**config.mk**
```make
export PLATFORM = sky130hd
export DESIGN_NAME = video_pixel_packer
export DESIGN_NICKNAME = d
export VERILOG_FILES = /design/src/rtl/video_pixel_packer.sv
export SDC_FILE = /design/constraint.sdc
export NUM_CORES = 1
export LEC_CHECK = 0
export CAP_MARGIN = 20
export CELL_PAD_IN_SITES_DETAIL_PLACEMENT = 0
export CELL_PAD_IN_SITES_GLOBAL_PLACEMENT = 1
export CORE_ASPECT_RATIO = 1.1
export CORE_MARGIN = 4
export CORE_UTILIZATION = 50
export DETAILED_ROUTE_END_ITERATION = 10
export GPL_TIMING_DRIVEN = 1
export PLACE_DENSITY_LB_ADDON = 0.1
export SYNTH_ARGS = -nofsm -noshare
export SYNTH_HDL_FRONTEND = slang
export SYNTH_SLANG_ARGS = --single-unit
```
**constraint.sdc**
```tcl
create_clock -name clk -period 10.09 [get_ports clk]
set_input_delay 2.018 -clock clk [delete_from_list [all_inputs] [get_ports clk]]
set_output_delay 2.018 -clock clk [all_outputs]
set_load 0.02 [all_outputs]
```
**src/rtl/video_pixel_packer.sv**
```systemverilog
// Packs a DE/VS framed pixel stream into Avalon-ST words (byte-dense or one pixel per word)
// through a show-ahead FIFO, with frame-start/line-end markers and status counters.
module video_pixel_packer #(
  parameter int unsigned PIXEL_BYTES = 3,
  parameter int unsigned WORD_BYTES  = 4,
  parameter int unsigned FIFO_DEPTH  = 16,
  parameter int unsigned CNT_WIDTH   = 16
) (
  input  logic                     clk,
  input  logic                     rst,
  input  logic [PIXEL_BYTES*8-1:0] pix_data,
  input  logic                     pix_de,
  input  logic                     pix_vs,
  input  logic                     cfg_enable,
  input  logic                     cfg_pad_mode,
  output logic [WORD_BYTES*8-1:0]  st_data,
  output logic                     st_valid,
  output logic                     st_startofpacket,
  output logic                     st_endofpacket,
  input  logic                     st_ready,
  output logic [CNT_WIDTH-1:0]     stat_frames,
  output logic [CNT_WIDTH-1:0]     stat_line_words,
  output logic [CNT_WIDTH-1:0]     stat_overflow
);

  localparam int unsigned WW   = WORD_BYTES * 8;
  localparam int unsigned AW   = (WORD_BYTES + PIXEL_BYTES) * 8;
  localparam int unsigned FW   = $clog2(WORD_BYTES + PIXEL_BYTES + 1);
  localparam int unsigned PTRW = $clog2(FIFO_DEPTH);
  localparam int unsigned EW   = WW + 2;
  localparam logic [FW-1:0] WB_F = FW'(WORD_BYTES);
  localparam logic [FW-1:0] PB_F = FW'(PIXEL_BYTES);

  typedef enum logic [1:0] {IDLE, ACTIVE, FLUSH} state_t;

  state_t               state_q, state_d;
  logic                 vs_q, de_q;
  logic                 pad_q, pad_d;
  logic [AW-1:0]        acc_q, acc_d;
  logic [FW-1:0]        fill_q, fill_d;
  logic                 sop_pend_q, sop_pend_d;
  logic                 stg_valid_q, stg_valid_d;
  logic [WW-1:0]        stg_data_q, stg_data_d;
  logic                 stg_sop_q, stg_sop_d;
  logic [CNT_WIDTH-1:0] line_cnt_q, line_cnt_d;
  logic [EW-1:0]        mem [FIFO_DEPTH];
  logic [PTRW:0]        wr_q, wr_d, rd_q, rd_d;

  logic                 frame_start, line_end, formed;
  logic [AW-1:0]        combined;
  logic [FW-1:0]        fill_sum;
  logic [WW-1:0]        word;
  logic                 push, push_ok, pop, full, drop;
  logic [EW-1:0]        push_entry, head;
  logic                 head_valid;
  logic                 frames_inc, lw_ld;
  logic [CNT_WIDTH-1:0] lw_val;

  // Capture FSM, accumulator, staging and FIFO control
  always_comb begin
    state_d     = state_q;
    pad_d       = pad_q;
    acc_d       = acc_q;
    fill_d      = fill_q;
    sop_pend_d  = sop_pend_q;
    stg_valid_d = stg_valid_q;
    stg_data_d  = stg_data_q;
    stg_sop_d   = stg_sop_q;
    line_cnt_d  = line_cnt_q;
    formed      = 1'b0;
    word        = '0;
    push        = 1'b0;
    push_entry  = '0;
    frames_inc  = 1'b0;
    lw_ld       = 1'b0;
    lw_val      = '0;
    frame_start = pix_vs & ~vs_q;
    line_end    = de_q & ~pix_de;
    combined    = acc_q | (AW'(pix_data) << {fill_q, 3'b000});
    fill_sum    = fill_q + PB_F;

    case (state_q)
      ACTIVE: begin
        if (pix_de) begin
          if (pad_q) begin
            formed = 1'b1;
            word   = WW'(pix_data);
          end else if (fill_sum >= WB_F) begin
            formed = 1'b1;
            word   = combined[WW-1:0];
            acc_d  = combined >> WW;
            fill_d = fill_sum - WB_F;
          end else begin
            acc_d  = combined;
            fill_d = fill_sum;
          end
        end
        if (formed) begin
          if (stg_valid_q) begin
            push       = 1'b1;
            push_entry = {1'b0, stg_sop_q, stg_data_q};
          end
          stg_valid_d = 1'b1;
          stg_data_d  = word;
          stg_sop_d   = sop_pend_q;
          sop_pend_d  = 1'b0;
          line_cnt_d  = line_cnt_q + CNT_WIDTH'(1);
        end else if (line_end) begin
          if (stg_valid_q) begin
            push       = 1'b1;
            push_entry = {(fill_q == '0), stg_sop_q, stg_data_q};
          end
          stg_valid_d = 1'b0;
          if (fill_q != '0) begin
            state_d = FLUSH;
          end else begin
            lw_ld      = 1'b1;
            lw_val     = line_cnt_q;
            line_cnt_d = '0;
          end
        end
      end
      FLUSH: begin
        push       = 1'b1;
        push_entry = {1'b1, sop_pend_q, acc_q[WW-1:0]};
        sop_pend_d = 1'b0;
        acc_d      = '0;
        fill_d     = '0;
        lw_ld      = 1'b1;
        lw_val     = line_cnt_q + CNT_WIDTH'(1);
        line_cnt_d = '0;
        state_d    = ACTIVE;
      end
      default: ;
    endcase

    if (frame_start) begin
      pad_d      = cfg_pad_mode;
      acc_d      = '0;
      fill_d     = '0;
      sop_pend_d = 1'b1;
      line_cnt_d = '0;
      frames_inc = cfg_enable;
      state_d    = cfg_enable ? ACTIVE : IDLE;
    end

    // Show-ahead FIFO; a push into a full FIFO is kept only if a pop frees a slot
    full    = (wr_q[PTRW] != rd_q[PTRW]) && (wr_q[PTRW-1:0] == rd_q[PTRW-1:0]);
    pop     = st_valid && st_ready;
    push_ok = push && (!full || pop);
    drop    = push && !push_ok;
    wr_d    = wr_q;
    rd_d    = rd_q;
    if (push_ok) wr_d = wr_q + 1'b1;
    if (pop)     rd_d = rd_q + 1'b1;
    head_valid = (wr_d != rd_d);
    if (push_ok && (wr_q[PTRW-1:0] == rd_d[PTRW-1:0])) head = push_entry;
    else                                               head = mem[rd_d[PTRW-1:0]];
    if (!head_valid) head = '0;
  end

  // FIFO storage needs no reset; the registered output head is cleared instead
  always_ff @(posedge clk) begin
    if (push_ok) mem[wr_q[PTRW-1:0]] <= push_entry;
  end

  always_ff @(posedge clk or posedge rst) begin
    if (rst) begin
      state_q          <= IDLE;
      vs_q             <= 1'b0;
      de_q             <= 1'b0;
      pad_q            <= 1'b0;
      acc_q            <= '0;
      fill_q           <= '0;
      sop_pend_q       <= 1'b0;
      stg_valid_q      <= 1'b0;
      stg_data_q       <= '0;
      stg_sop_q        <= 1'b0;
      line_cnt_q       <= '0;
      wr_q             <= '0;
      rd_q             <= '0;
      st_data          <= '0;
      st_valid         <= 1'b0;
      st_startofpacket <= 1'b0;
      st_endofpacket   <= 1'b0;
      stat_frames      <= '0;
      stat_line_words  <= '0;
      stat_overflow    <= '0;
    end else begin
      state_q          <= state_d;
      vs_q             <= pix_vs;
      de_q             <= pix_de;
      pad_q            <= pad_d;
      acc_q            <= acc_d;
      fill_q           <= fill_d;
      sop_pend_q       <= sop_pend_d;
      stg_valid_q      <= stg_valid_d;
      stg_data_q       <= stg_data_d;
      stg_sop_q        <= stg_sop_d;
      line_cnt_q       <= line_cnt_d;
      wr_q             <= wr_d;
      rd_q             <= rd_d;
      st_data          <= head[WW-1:0];
      st_valid         <= head_valid;
      st_startofpacket <= head[WW];
      st_endofpacket   <= head[WW+1];
      if (frames_inc) stat_frames <= stat_frames + CNT_WIDTH'(1);
      if (lw_ld)      stat_line_words <= lw_val;
      if (drop && (stat_overflow != '1)) stat_overflow <= stat_overflow + CNT_WIDTH'(1);
    end
  end

endmodule

```
Figure 1. Cell area per tile (run 1).
25 x 27 tiles, from white (low) to dark blue (high), 0 to 100% covered.
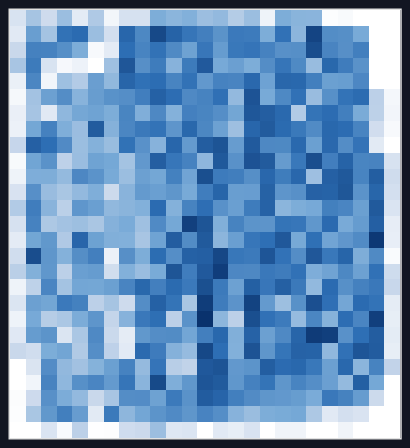
nearly empty tiles: 4.9%
tiles over 75% full: 18%
mean over tiles: 52%
fullest tile: 99%

Figure 2. Gate families picked out (run 1).
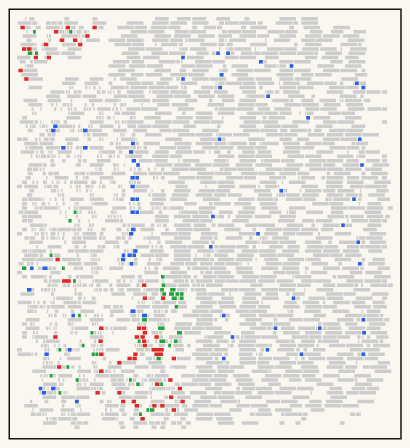
| colour | family | cells |
|---|---|---|
| green | and/or cells | 45 |
| blue | non-inverting ao/oa cells | 70 |
| red | xor and xnor cells | 55 |

==> summary.txt, run 1 <==
Results of the full flow below.

Status:
- The flow ran to the end, and the final reports show no timing, DRC or antenna violations.

Layout:
- The run gives the post-layout instance count excluding filler cells as 3033.
- According to the finish report, the design has a final net count of 2179.
- Among logic cells in the layout, the one with the most instances is edfxtp_1.
- The post-route netlist has 17.0% of its cells at a drive strength greater than 1.
- The final antenna diode tally reported by the flow is 0.
- The run puts the layout-stage area growth over the synthesis result at 14.9%.
- The library cells used most frequently in the layout, excluding fill and tap cells, are edfxtp_1 (544), dfrtp_1 (208), nand2_1 (198).

Critical path:
- The data required time reported for the critical path is ~11000 ps.
- The run puts the highest fanout seen on the critical path at 72.
- STA classifies the critical path startpoint as an input pin.
- For reference, the most critical setup path is categorized as in2reg.
- The worst setup path is captured at a flop.
- The arrival time of data at the worst endpoint is listed as 5690 ps.

Logic synthesis:
- The main area contributors are edfxtp_1 (52%), dfrtp_1 (17%), mux4_2 (9.8%), a22oi_1 (3.3%), nand2_1 (2.4%).
- Yosys reported that registers with async set or reset make up 27.7%.
- The run puts the chip area from the yosys synthesis statistics at 31400 um2.
- The run puts the average cell area after synthesis at 15.6 um2.
- The run gives the dominant synthesized flop cell as edfxtp_1.
- The run puts the number of cells produced by synthesis at ~2000.
- Sorting the Yosys area breakdown by cell type puts at the top edfxtp_1.
- The run gives the proportion of netlist area held by the largest area contributor as 52.1%.
- The run gives the yosys cell count as a little over 2000.
- The run puts the fraction of synthesized cell area in xor and xnor cells at under 10%.
- The run puts the part of the Yosys area used for sequential elements at 68.6%.
- The run puts the combined area of all synthesized cells at 31400 um2.
- After Yosys synthesis, full adders, half adders and majority gates account for 0.478% of the synthesized area.
- The run gives the main combinational cell family by area after synthesis as AND-OR/OR-AND gates.
- In this run, synthesis produced a sequential element count of 752.
- The Yosys step of the flow raised 0 warnings.
- The run gives the post-synthesis compound-gate area fraction as about a tenth.
- The gate-level netlist out of Yosys references 71 unique cell types.
- The run puts the number of enable flip-flop cells at 544.

Flow run:
- The run gives the number of logged tool warnings as 31.

Floorplan:
- The run puts the die area at approximately 67000 um2.
- The horizontal die dimension reported for this design is 247 um.
- After floorplanning, the core was sized to cover 62200 um2.
- The run puts the row count at 96.
- Per the OpenROAD floorplan log, the height of the die is 271 um.
- Before placement the cells fill 50.4% of the core.
- The floorplan report gives the top-level pin count as around 110.

Place:
- The number of placed instances, taps included, is 2879.
- Buffers placed on the I/O ports in this run total 113.
- The run gives the final weighted congestion of routability-driven global placement as 0.857.
- The pre-CTS setup check shows a worst slack of 4230 ps.
- The run puts the detailed placer's ending HPWL at 45.9 mm.

Clocking:
- The run gives the clock sink count as 752.
- The run puts the post-CTS resize count at 0.
- After clock tree synthesis, the setup repair step added 0 buffers.
- Per the skew report, the later register of the worst-skew pair sees a clock latency of 620 ps.
- The run gives the clock buffer count from CTS as 76.
- The run gives the maximum level of the CTS H-tree as 3.
- For this design, the CTS-stage hold fixing added 0 buffers.
- The run puts the maximum buffer depth of the clock tree at 3.
- CTS placed an instance of clkbuf_16 at the clock tree root.

Power:
- The run puts the overall power after layout at 11100 uW.
- The run puts the leakage component of the power at 0.0129 uW.
- The run puts the cell area power density at 309 nW/um2.

Final timing:
- Subtracting the final worst setup slack from the clock period gives 5230 ps.
- The run puts the final hold violation count at 0.
- At the pin with the least slew margin, the transition time is 1150 ps.
- The run gives the clock skew after layout as 23.5 ps.
- The run puts the final setup slack of the worst path at 4860 ps.
- The run gives the maximum frequency from static timing analysis as 0.191 GHz.
- After layout, the worst path uses 51.8% of the clock period.
- The run gives the worst hold margin as 462 ps.
- The run puts the headroom to the max-slew limit at a little under a quarter.
- The run puts the number of failing setup endpoints in the final timing report at 0.
- Setup repair after global routing left no endpoint under its margin.

GRT:
- The number of global-route vias before repair was 18900.
- The run puts the overall global routing resource usage at 23.6%.
- The run gives the total grt overflow as 0.
- The run gives the first-pass GRT wire length as between 100 and 150 mm.
- The run puts the largest net degree at the start of global routing at 94.
- The number of antenna violations at the first check in global routing is 3.

Route:
- The run puts the residual antenna-violating net count after detailed routing at 0.
- The run gives the number of DRC markers after the initial detailed-route iteration as 1615.
- The run puts the average wire per cell in the routed design at between 20 and 30 um.
- The run gives the DRC violation count after routing as 0.
- The run gives the first-pass iteration count of the detailed router as 6.
- The run puts the number of vias after detailed routing at roughly 18000.

Worst hold path:
- The tightest min-delay check is of the reg2reg type.
Figure 3. Wiring by layer (run 1).
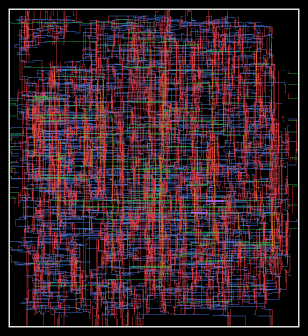
| colour | layer | wire length |
|---|---|---|
| purple | M5 | 26.7 um |
| orange | M4 | 1990 um |
| red | M2 | 39.1 mm |
| blue | M1 | 32.8 mm |
| green | M3 | 4740 um |

run 1: worst paths after layout:
path	slack, ps	cells after the start	start	to
max in group asynchronous	6940	4	rst	st_data[23]
worst min register to register	460	1	stat_frames[15]	stat_frames[15]
worst max register to register	4900	10	fill_q[0]	mem[7][30]
min in group asynchronous	1950	2	rst	stat_line_words[1]
worst max-delay path	4860	9	st_ready	st_data[18]
worst min-delay path	460	1	stat_frames[15]	stat_frames[15]
run 1: metrics by stage:
stage               utilization (%)  instance area [um2]
floorplan                         -                31400
global placement               53.6                33300
detailed placement             53.8                33500
CTS                            57.7                35900
global route                   58.0                36100
finish                         58.0                36100
run 1: cell families (layout without fill, tap and decap cells):
logic type                 after synthesis  count (layout)
DFF                                    752             752
AOI/OAI and AO/OA                      476             476
and+or+nand+nor                        421             421
muxes                                  162             162
buffers and inverters                  137             322
xor gates and xnor gates                55              55
adders and majority gates               12              12
run 1: worst max-delay path: stages:
cell             delay, ps
clkdlybuf4s50_1        500
and2_4                 180
mux2i_1                190
inv_4                  810
buf_4                  990
mux4_2                 420
a22oi_1                250
a21o_1                 170
a22oi_2                 60
run 1: cell usage after synthesis (5+ instances only):
cell       count
dfrtp_1      208
o21bai_1      10
clkbuf_1      61
a22o_1        18
and4_1         6
nand2b_1       8
o2bb2ai_1      8
a22oi_1      139
mux2i_1       22
nand2_1      198
a21oi_1       50
ha_1          12
nor2b_1        8
buf_2         47
a211oi_1      19
a22oi_2       21
o21ai_0      124
edfxtp_1     544
and3_1        21
o31ai_1        8
mux4_2       136
a31oi_1        5
a21o_1        46
inv_1         12
xnor2_1       30
xor2_1        22
nand4_1       11
nor2_1       112
buf_4          8
nand3_1       21
run 1: report_power, final:
group	switching [uW]	leakage [uW]	internal, uW
clock	1180	0.00121	1620
combinational	2530	0.00392	1810
sequential	243	0.00777	3770
run 1: flip-flops by register name, summed over array words and instances (netlist names), 2 cells and up:
signal,flops
fill_q,3
stg_data_q,32
acc_q,56
st_data,32
state_q,2
rd_q,5
stat_frames,16
mem,544
stat_line_words,16
line_cnt_q,16
stat_overflow,16
wr_q,5
run 1: routing by layer:
| metal | global-route usage, % | share of wire (%) | vias to the layer above |
|---|---|---|---|
| li1 | - | - | 8108 |
| met1 | 32.7 | 42 | 9501 |
| met2 | 38.7 | 50 | 567 |
| met3 | 3.77 | 6.0 | 124 |
| met4 | 7.39 | 2.5 | 4 |
| met5 | 0 | 0.033 | - |
run 1: area by class of cell:
cell class / count / area [um2]
Fill cell: 4956 / 26200
Timing Repair Buffer: 165 / 1650
Clock inverter: 42 / 385
Sequential cell: 752 / 21500
Clock buffer: 100 / 2080
Inverter: 15 / 73.8
Multi-Input combinational cell: 1126 / 9300
Tap cell: 833 / 1040
Figure 4. Metal 2 (run 1).
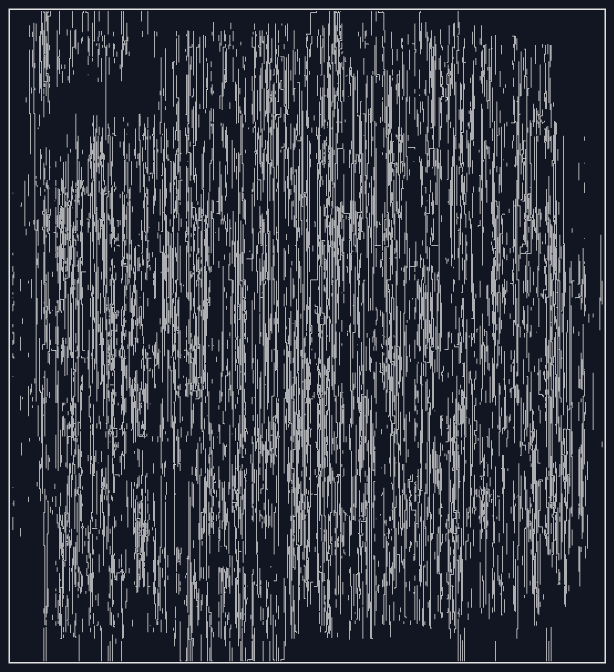

--- run 2 (diff from run 1) ---
==> constraint.sdc (replaced) <==
create_clock -name clk -period 5.26 [get_ports clk]
set_input_delay 1.052 -clock clk [delete_from_list [all_inputs] [get_ports clk]]
set_output_delay 1.052 -clock clk [all_outputs]
set_load 0.02 [all_outputs]
Figure 5. Metal 2 (run 2).
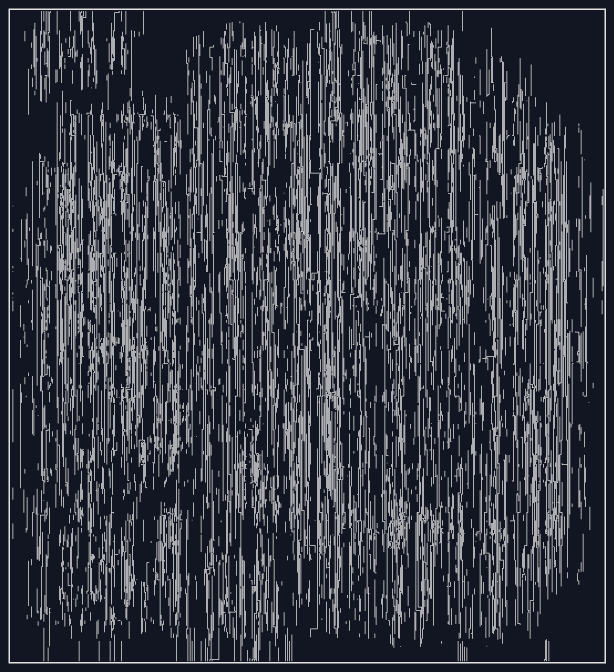
nets with wire on the layer: 1862
wire length on this layer: 40.1 mm
share of all routed wire: 51%
main direction: vertical

Figure 6. Routing congestion (run 2).
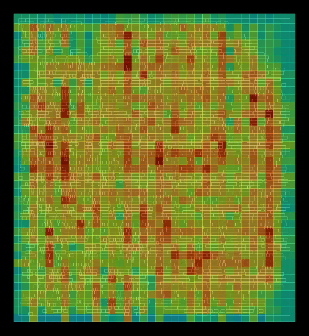
post-detailed-route wirelength per cell: 25.7 um
grt met1 use: 33.9%

Figure 7. Wiring by layer (run 2).
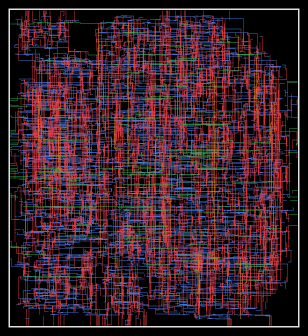
| colour | layer | wire length |
|---|---|---|
| blue | M1 | 33.3 mm |
| green | M3 | 4010 um |
| orange | M4 | 1400 um |
| red | M2 | 40.1 mm |

==> summary.txt, run 2 <==
Results of the full flow below.

Status:
- The run finished with clean final reports.

Logic synthesis:
- The run puts the number of cells produced by synthesis at 2015 (unchanged).
- Ranked by total cell area, the synthesized netlist is headed by edfxtp_1 (52%), dfrtp_1 (17%), mux4_2 (9.8%), a22oi_1 (3.3%), nand2_1 (2.4%).
- The run puts the average cell area after synthesis at 15.6 um2 (unchanged).
- The proportion of netlist area held by the largest area contributor was 52.1% (unchanged).
- In the synthesized netlist the dominant register cell turns out to be edfxtp_1.
- Looking at area per cell type in the netlist, the leader is edfxtp_1.
- Ranked by instance count, the synthesized netlist is headed by edfxtp_1 (544), dfrtp_1 (208), nand2_1 (198).
- The run puts the number of distinct library cells after synthesis at 71 (unchanged).
- The run puts the chip area from the yosys synthesis statistics at 31400 um2 (unchanged).
- The run puts the total number of yosys warnings at 0 (unchanged).
- The run puts the number of nets in the synthesized netlist at 2058.
- The part of the Yosys area used for sequential elements was 68.6% (unchanged).
- The combined area of all synthesized cells was 31400 um2 (unchanged).
- The yosys cell count was 2015 (unchanged).
- The synthesis stats list as the most numerous cell edfxtp_1.
- The number of enable flip-flop cells came to 544 (unchanged).
- The synthesis-stage register bit count was 752 (unchanged).
- The async set-reset flop share out of synthesis was 27.7% (unchanged).

Final timing:
- The final hold violation count is 0 (unchanged).
- The run puts the maximum frequency from static timing analysis at 0.253 GHz.
- The run puts the share of the clock period used by the worst path after layout at about three quarters.
- The headroom to the max-slew limit was 26.0% (+2.7 points).
- Setup repair after global routing left no endpoint under its margin.
- The run gives the clock skew after layout as 17.4 ps (-6.10 ps).
- The run puts the worst hold margin at 466 ps (+3.44 ps).
- The run puts the number of failing setup endpoints in the final timing report at 0 (unchanged).
- The transition at the pin with the smallest max-transition slack was 1110 ps (-44.3 ps).
- After layout, the minimum clock period comes to 3950 ps.
- The run gives the final sum of negative setup slack as 0 ps.

Critical path:
- The run puts the highest fanout seen on the critical path at 22 (-69%).
- The data arrival at the endpoint of the critical path is 4260 ps (-1430 ps).
- STA classifies the critical path endpoint as a flop.
- The run gives the worst path required time as 5570 ps (-4980 ps).
- Looking at the setup timing report, the critical path kind is reg2reg.
- STA classifies the critical path startpoint as a flop.

GRT:
- The run puts the first-pass GRT wire length at 121 mm (+1.9%).
- The run gives the total grt overflow as 0 (unchanged).
- The overall global routing resource usage was 24.0% (+0.38 points).
- The run puts the number of global-route vias before repair at 18900 (+0.36%).
- The largest net degree at the start of global routing is 127 (+35%).
- The run gives the number of antenna violations at the first check in global routing as 0 (-3).

Layout:
- The antenna diode instance count came to 0 (unchanged).
- The top cell types in the final layout, fill and taps aside, are edfxtp_1 (544), dfrtp_1 (208), nand2_1 (198).
- The run puts the count of nets after finishing at 2207 (+1.3%).
- The run gives the share of layout cells above drive strength 1 as 17.9% (+0.96 points).
- The run gives the flip-flop count of the largest register after layout as 544 (unchanged).
- The most common logic cell in the final layout is edfxtp_1.
- The flow measured a signed area growth from synthesis to layout of 15.8%.
- The run puts the final design utilization at 58.4% (+0.45 points).

Floorplan:
- The run gives the I/O pin count as 114 (unchanged).
- The run puts the row count at 96 (unchanged).
- The die area came to 66800 um2 (unchanged).
- The initial cell density of the core is 50.4% (unchanged).
- The run puts the chip width at 247 um (unchanged).
- The run puts the core footprint at 62200 um2 (unchanged).
- The run puts the height of the chip at 271 um (unchanged).

Flow run:
- The run gives the number of logged tool warnings as 34 (+9.7%).
- The report counts max-capacitance violations totalling 0.

Route:
- The run gives the residual antenna-violating net count after detailed routing as 0 (unchanged).
- The number of DRC markers after the initial detailed-route iteration was 1637 (+1.4%).
- The run puts the wire length reported by the detailed router at roughly 79 mm.
- The DRC violation count after routing came to 0 (unchanged).
- The first-pass iteration count of the detailed router was 5 (-1).
- The run gives the number of vias after detailed routing as 18300 (+0.12%).

Place:
- The run gives the detailed placer's ending HPWL as 47.7 mm (+3.9%).
- The number of buffers added on ports was 113 (unchanged).
- The run gives the final weighted congestion of routability-driven global placement as 0.807 (-5.8%).

Clocking:
- The run gives the later-pin clock latency in the skew report as 610 ps (about the same).
- The run puts the clock sink count at 752 (unchanged).
- The run puts the maximum buffer depth of the clock tree at 3 (unchanged).
- The count of buffers added by post-CTS timing repair for setup is 0 (unchanged).
- The run gives the clock root buffer as clkbuf_16.
- The clock buffer count from CTS is 76 (unchanged).
- The post-CTS resize count came to 0 (unchanged).
- The count of hold-fix buffers inserted at cts came to 0 (unchanged).
- The run puts the maximum level of the CTS H-tree at 3 (unchanged).

Power:
- The cell area power density came to 594 nW/um2 (+92%).
- The internal power is 14100 uW (+95%).
- The leakage component of the power came to 0.0131 uW (+1.4%).
- The sequential power share was 35.4% (-0.6 points).
- The clock network fraction of total power came to 25.4% (+0.3 points).
- The combinational share of power was 39.2% (+0.3 points).
- The run puts the switching fraction of total power at 34.9% (-0.55 points).
- The run gives the net switching component of the power as 7530 uW (+91%).

Worst hold path:
- The path class of the tightest hold or removal check is reg2reg.
-- run 2: layout make-up --
cell class	count	area [um2]
clock buffers	102	2090
clock inverters	39	448
fillers	4841	25900
inverters	15	70.1
multi-input cells	1126	9300
flip-flops and latches	752	21500
well taps	833	1040
repair buffers	193	1860
-- run 2: worst max-delay path, stage by stage (launching register included) --
cell     delay (ps)
dfrtp_1         510
inv_1           450
ha_1            430
xor2_2          140
a21oi_4         230
o21ba_1         230
nand2_1         340
nor2_1          280
and3_2          710
buf_4           310
-- run 2: worst paths after layout --
path / end / cells after the start / start / slack, ps
min in group asynchronous: rd_q[4] / 2 / rst / 760
max in group asynchronous: stat_frames[4] / 3 / rst / 3430
min: stat_frames[15] / 1 / stat_frames[15] / 470
max: mem[8][15] / 9 / fill_q[1] / 1310
min reg2reg: stat_frames[15] / 1 / stat_frames[15] / 470
max reg2reg: mem[8][15] / 9 / fill_q[1] / 1310
-- run 2: layer usage --
| layer | wire length [um] | up-vias | GRT usage [%] |
|---|---|---|---|
| li1 | - | 8154 | - |
| met5 | 0 | - | 0 |
| met3 | 4010 | 93 | 3.01 |
| met2 | 40100 | 540 | 40.1 |
| met1 | 33300 | 9539 | 33.9 |
| met4 | 1400 | 0 | 5.81 |
-- run 2: kinds of logic after synthesis --
family / share of synthesized area, %
AND/OR/NAND/NOR: 6.05
multiplexers: 10.6
adder cells (fa/ha/maj): 0.478
buffers and inverters: 1.99
AND-OR/OR-AND: 10.6
flip-flops: 68.6
XOR/XNOR: 1.63
-- run 2: power groups by stage --
stage          Sequential, uW  Clock (uW)  Combinational, uW
3_3_place_gp             7760           0               8420
2_1_floorplan            7810           0               5870
6_report                 7650        5480               8460
4_1_cts                  7660        5610               8550
5_1_grt                  7720        5880               9110
3_5_place_dp             7780           0               8520
-- run 2: stage by stage --
step	total power (uW)	worst slack [ps]	cells	instance area [um2]
2_1_floorplan	13700	-827	2015	31400
5_1_grt	22700	1070	3060	36300
6_report	21600	1310	3060	36300
4_1_cts	21800	1290	3055	36300
3_3_place_gp	16200	1170	2913	33700
3_5_place_dp	16300	1030	2914	33800
Figure 8. Gate families picked out (run 2).
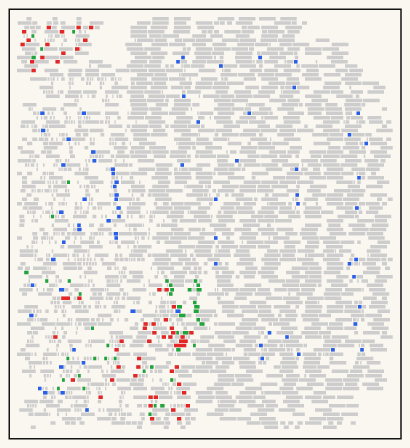

--- run 3 (diff from run 2) ---
--- a/config.mk
+++ b/config.mk
@@ -10,7 +10,7 @@
 export CELL_PAD_IN_SITES_GLOBAL_PLACEMENT = 1
 export CORE_ASPECT_RATIO = 1.1
 export CORE_MARGIN = 4
-export CORE_UTILIZATION = 50
+export CORE_UTILIZATION = 47
 export DETAILED_ROUTE_END_ITERATION = 10
 export GPL_TIMING_DRIVEN = 1
 export PLACE_DENSITY_LB_ADDON = 0.1
==> constraint.sdc (replaced) <==
create_clock -name clk -period 3.5 [get_ports clk]
set_input_delay 0.7 -clock clk [delete_from_list [all_inputs] [get_ports clk]]
set_output_delay 0.7 -clock clk [all_outputs]
set_load 0.02 [all_outputs]
Figure 9. Gate families picked out (run 3).
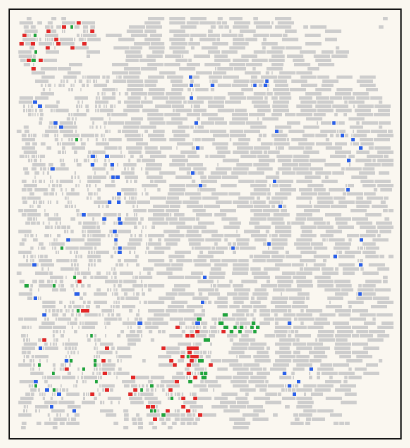
| colour | family | cells |
|---|---|---|
| blue | non-inverting ao/oa cells | 70 |
| green | and/or cells | 45 |
| red | xor and xnor cells | 55 |

Figure 10. Cell area per tile (run 3).
25 x 28 tiles, from white (low) to dark blue (high), 0 to 100% covered.
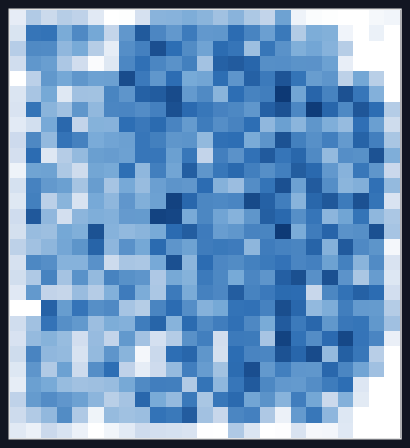
fullest tile: 97%
mean over tiles: 51%
tiles over 75% full: 14%
emptiest ninth of the die: south-west
nearly empty tiles: 5.0%

Figure 11. Metal 2 (run 3).
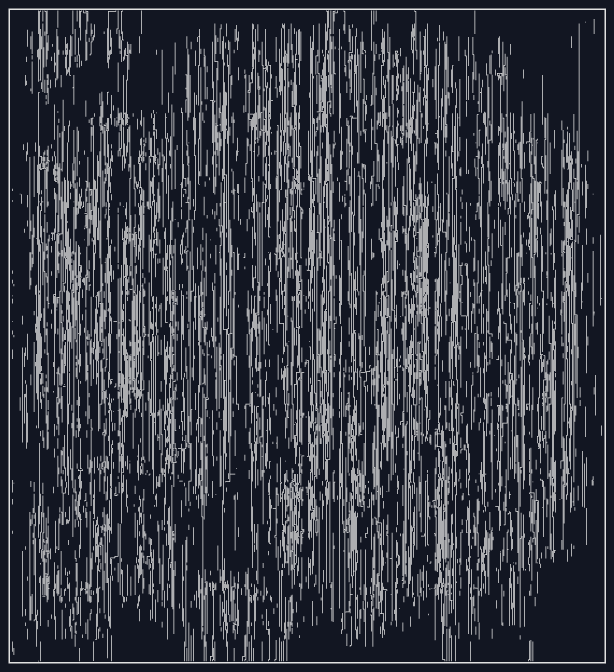
nets with wire on the layer: 1911
wire length on this layer: 41.1 mm
main direction: vertical
share of all routed wire: 51%
longest straight run: 144 um

==> summary.txt, run 3 <==
Results of the full flow below.

Status:
- The flow ran to the end, and the final reports show no timing, DRC or antenna violations.

Critical path:
- The run gives the count of cells along the worst register-to-register path as 9 (unchanged).
- The run gives the data arrival at the endpoint of the critical path as 3310 ps (-950 ps).
- STA lists the endpoint of the worst register-to-register path as mem[2][28].
- The run puts the worst path required time at 3770 ps (-1800 ps).
- For reference, the critical path is captured by mem[2][28].
- The most critical setup path has its startpoint at fill_q[0].
- The run gives the register-to-register path setup slack as 450 ps (-860 ps).
- The critical path in this run is classified as reg2reg.
- The run gives the critical path capture point type as a flop.
- The run puts the highest fanout seen on the critical path at 16 (-27%).
- The worst setup path is launched from a flop.
- The run gives the startpoint of the lowest-slack register-to-register path as fill_q[0].

Clocking:
- The run puts the maximum level of the CTS H-tree at 3 (unchanged).
- The run gives the clock transition at the register clock pins on the worst setup and hold paths after CTS as 60 ps.
- The count of buffers added by post-CTS timing repair for setup is 0 (unchanged).
- TritonCTS built the clock tree.
- The count of hold-fix buffers inserted at cts was 0 (unchanged).
- The cell sitting at the root of the clock tree is a clkbuf_16.
- The clock buffer count from CTS came to 78 (+2.6%).
- The run puts the clock sink count at 752 (unchanged).
- The maximum buffer depth of the clock tree came to 3 (unchanged).
- The run gives the post-CTS resize count as 0 (unchanged).
- The run gives the later-pin clock latency in the skew report as 620 ps (about the same).

Route:
- The number of DRC markers after the initial detailed-route iteration was 1470 (-10%).
- The first-pass iteration count of the detailed router is 5 (unchanged).
- The run gives the via density per instance as 5.96.
- The run puts the average wire per cell in the routed design at 25.9 um (+0.50%).
- The number of vias after detailed routing was 18800 (+2.4%).
- The run puts the DRC violation count after routing at 0 (unchanged).
- The run puts the wire length reported by the detailed router at 81.4 mm (+3.3%).
- The run gives the residual antenna-violating net count after detailed routing as 0 (unchanged).

Logic synthesis:
- By area the synthesized netlist is led by edfxtp_1 (52%), dfrtp_1 (17%), mux4_2 (9.8%), a22oi_1 (3.3%), nand2_1 (2.4%).
- The part of the Yosys area used for sequential elements came to 68.6% (unchanged).
- The run gives the dominant synthesized flop cell as edfxtp_1.
- The run puts the chip area from the yosys synthesis statistics at 31400 um2 (unchanged).
- The total number of yosys warnings is 0 (unchanged).
- The run puts the number of nets in the synthesized netlist at 2058 (unchanged).
- Among all cell types in the netlist, the one instantiated most often is edfxtp_1.
- The run gives the number of enable flip-flop cells as 544 (unchanged).
- The run puts the synthesis-stage register bit count at 752 (unchanged).
- Ranked by instance count, the synthesized netlist is headed by edfxtp_1 (544), dfrtp_1 (208), nand2_1 (198).
- The run puts the async set-reset flop share out of synthesis at 27.7% (unchanged).
- The run puts the combined area of all synthesized cells at 31400 um2 (unchanged).
- The proportion of netlist area held by the largest area contributor is 52.1% (unchanged).
- The number of distinct library cells after synthesis came to 71 (unchanged).
- The run gives the yosys cell count as 2015 (unchanged).
- The largest total area in the synthesized netlist belongs to edfxtp_1.
- The average cell area after synthesis was 15.6 um2 (unchanged).
- The run gives the number of cells produced by synthesis as 2015 (unchanged).

GRT:
- The run gives the total grt overflow as 0 (unchanged).
- The run gives the first-pass GRT wire length as 123 mm (+1.9%).
- The number of global-route vias before repair was 19400 (+2.4%).
- The run puts the largest net degree at the start of global routing at 47 (-63%).
- The run gives the overall global routing resource usage as 23.1% (-0.86 points).
- The number of antenna violations at the first check in global routing came to 1 (+1).

Final timing:
- The run puts the final setup slack of the worst path at 452 ps (-862 ps).
- The run gives the share of the clock period used by the worst path after layout as 87.1% (+12 points).
- The clock skew after layout was 21.8 ps (+4.43 ps).
- The run gives the number of failing setup endpoints in the final timing report as 0 (unchanged).
- The run gives the final hold violation count as 0 (unchanged).
- Setup repair after global routing left no endpoint under its margin.
- The run gives the headroom to the max-slew limit as 42.2% (+16 points).
- The run gives the transition at the pin with the smallest max-transition slack as 864 ps (-242 ps).
- The final sum of negative setup slack is 0 ps (unchanged).
- The run puts the max-slew violation count at 0.
- The run puts the shortest period the worst path allows at 3050 ps (-898 ps).
- The maximum frequency from static timing analysis was 0.328 GHz (+29%).

Worst hold path:
- STA reports the tightest min-delay check as being of type reg2reg.

Layout:
- In the layout the commonest cells are edfxtp_1 (544), dfrtp_1 (208), nand2_1 (197).
- The run gives the count of nets after finishing as 2267 (+2.7%).
- The run puts the flip-flop count of the largest register after layout at 544 (unchanged).
- The final design utilization was 56.2% (-2.3 points).
- Leaving out fill and tap cells, the most frequent cell in the layout is edfxtp_1.
- The run gives the layout-stage area growth over the synthesis result as 18.6%.
- The share of layout cells above drive strength 1 came to 19.9% (+2.0 points).
- The run gives the post-layout instance area as 37200 um2 (+2.4%).
- The run gives the antenna diode instance count as 0 (unchanged).

Place:
- The run gives the number of buffers added on ports as 113 (unchanged).
- The run puts the area of placed instances at 34700 um2 (+2.7%).
- The run puts the worst slack after detailed placement at 111 ps (-916 ps).
- The run puts the detailed placer's ending HPWL at 51.4 mm (+7.8%).
- The run gives the final weighted congestion of routability-driven global placement as 0.854 (+5.9%).

Power:
- The switching fraction of total power came to 34.8% (-0.095 points).
- IR analysis of the VDD net gives a maximum drop of ~0.00065 V.
- The run gives the cell area power density as 898 nW/um2 (+51%).
- The run puts the clock network fraction of total power at 24.5% (-0.9 points).
- The run puts the sequential power share at 34.5% (-0.9 points).
- The leakage component of the power is 0.0135 uW (+3.0%).
- The run puts the net switching component of the power at 11600 uW (+54%).
- The run puts the internal power at 21800 uW (+55%).
- The combinational share of power came to 41.0% (+1.8 points).

Floorplan:
- The initial cell density of the core is 47.4% (-3.1 points).
- The run gives the I/O pin count as 114 (unchanged).
- The die area is 71000 um2 (+6.2%).
- The height of the chip was 279 um (+3.1%).
- The run gives the row count as 99 (+3.1%).
- The run gives the core footprint as 66300 um2 (+6.5%).
- The chip width was 254 um (+3.0%).

Flow run:
- The number of logged tool warnings is 32 (-5.9%).
- The run puts the max capacitance violation total at 0 (unchanged).
## run 3: cell counts after synthesis
No cell type changed its count.
## run 3: logic make-up after synthesis
logic type      count (synthesis)  synth area share, %
flops                         752                 68.6
compound gates                476                 10.6
simple gates                  421                 6.05
mux                           162                 10.6
buf+inv                       137                 1.99
xor+xnor                       55                 1.63
fa+ha+maj                      12                0.478
## run 3: critical path: stages (launching register included)
cell	delay, ps
dfrtp_1	370
inv_1	210
ha_1	390
xor2_2	150
a21oi_4	230
o21ba_1	250
nand2_2	180
buf_4	210
nor4b_2	300
buf_4	380
## run 3: how the worst min path moves through the flow
stage / cells after the start / end / slack [ps] / start
2_1_floorplan: 2 / stg_data_q[16] / 450 / stg_data_q[16]
3_3_place_gp: 1 / stat_frames[15] / 460 / stat_frames[15]
3_5_place_dp: 1 / stat_frames[15] / 470 / stat_frames[15]
4_1_cts: 1 / stat_frames[15] / 480 / stat_frames[15]
5_1_grt: 1 / stat_frames[15] / 490 / stat_frames[15]
6_report: 1 / stat_frames[15] / 480 / stat_frames[15]
## run 3: power by group through the flow
stage	logic (uW)	clock network [uW]	registers (uW)
2_1_floorplan	8850	0	11700
3_3_place_gp	13700	0	11700
3_5_place_dp	13800	0	11700
4_1_cts	13800	8380	11600
5_1_grt	14700	8770	11600
6_report	13700	8190	11500
## run 3: layout make-up
class                   instances  area (um2)
inverters                      15        72.6
clock inverters                37         360
well taps                     858        1070
fillers                      5237       29100
multi-input cells            1126        9320
repair buffers                251        2680
flip-flops and latches        752       21500
clock buffers                 106        2170
## run 3: metrics by stage
stage | instances | hold slack [ps] | total power (uW)
after global routing | 3145 | 489 | 35100
after floorplan | 2015 | 449 | 20600
after global placement | 3002 | 457 | 25400
after detailed placement | 3002 | 467 | 25500
final | 3145 | 475 | 33400
after CTS | 3145 | 481 | 33700
## run 3: routing by layer
metal	part of all wire [%]	vias up	track usage, %
met5	0	-	0
met4	2.5	0	6.54
met3	5.4	139	3.72
met2	51	589	39.1
met1	42	9744	31.3
li1	-	8286	-
No activity file was given, so power comes from the tool's default toggle rates.
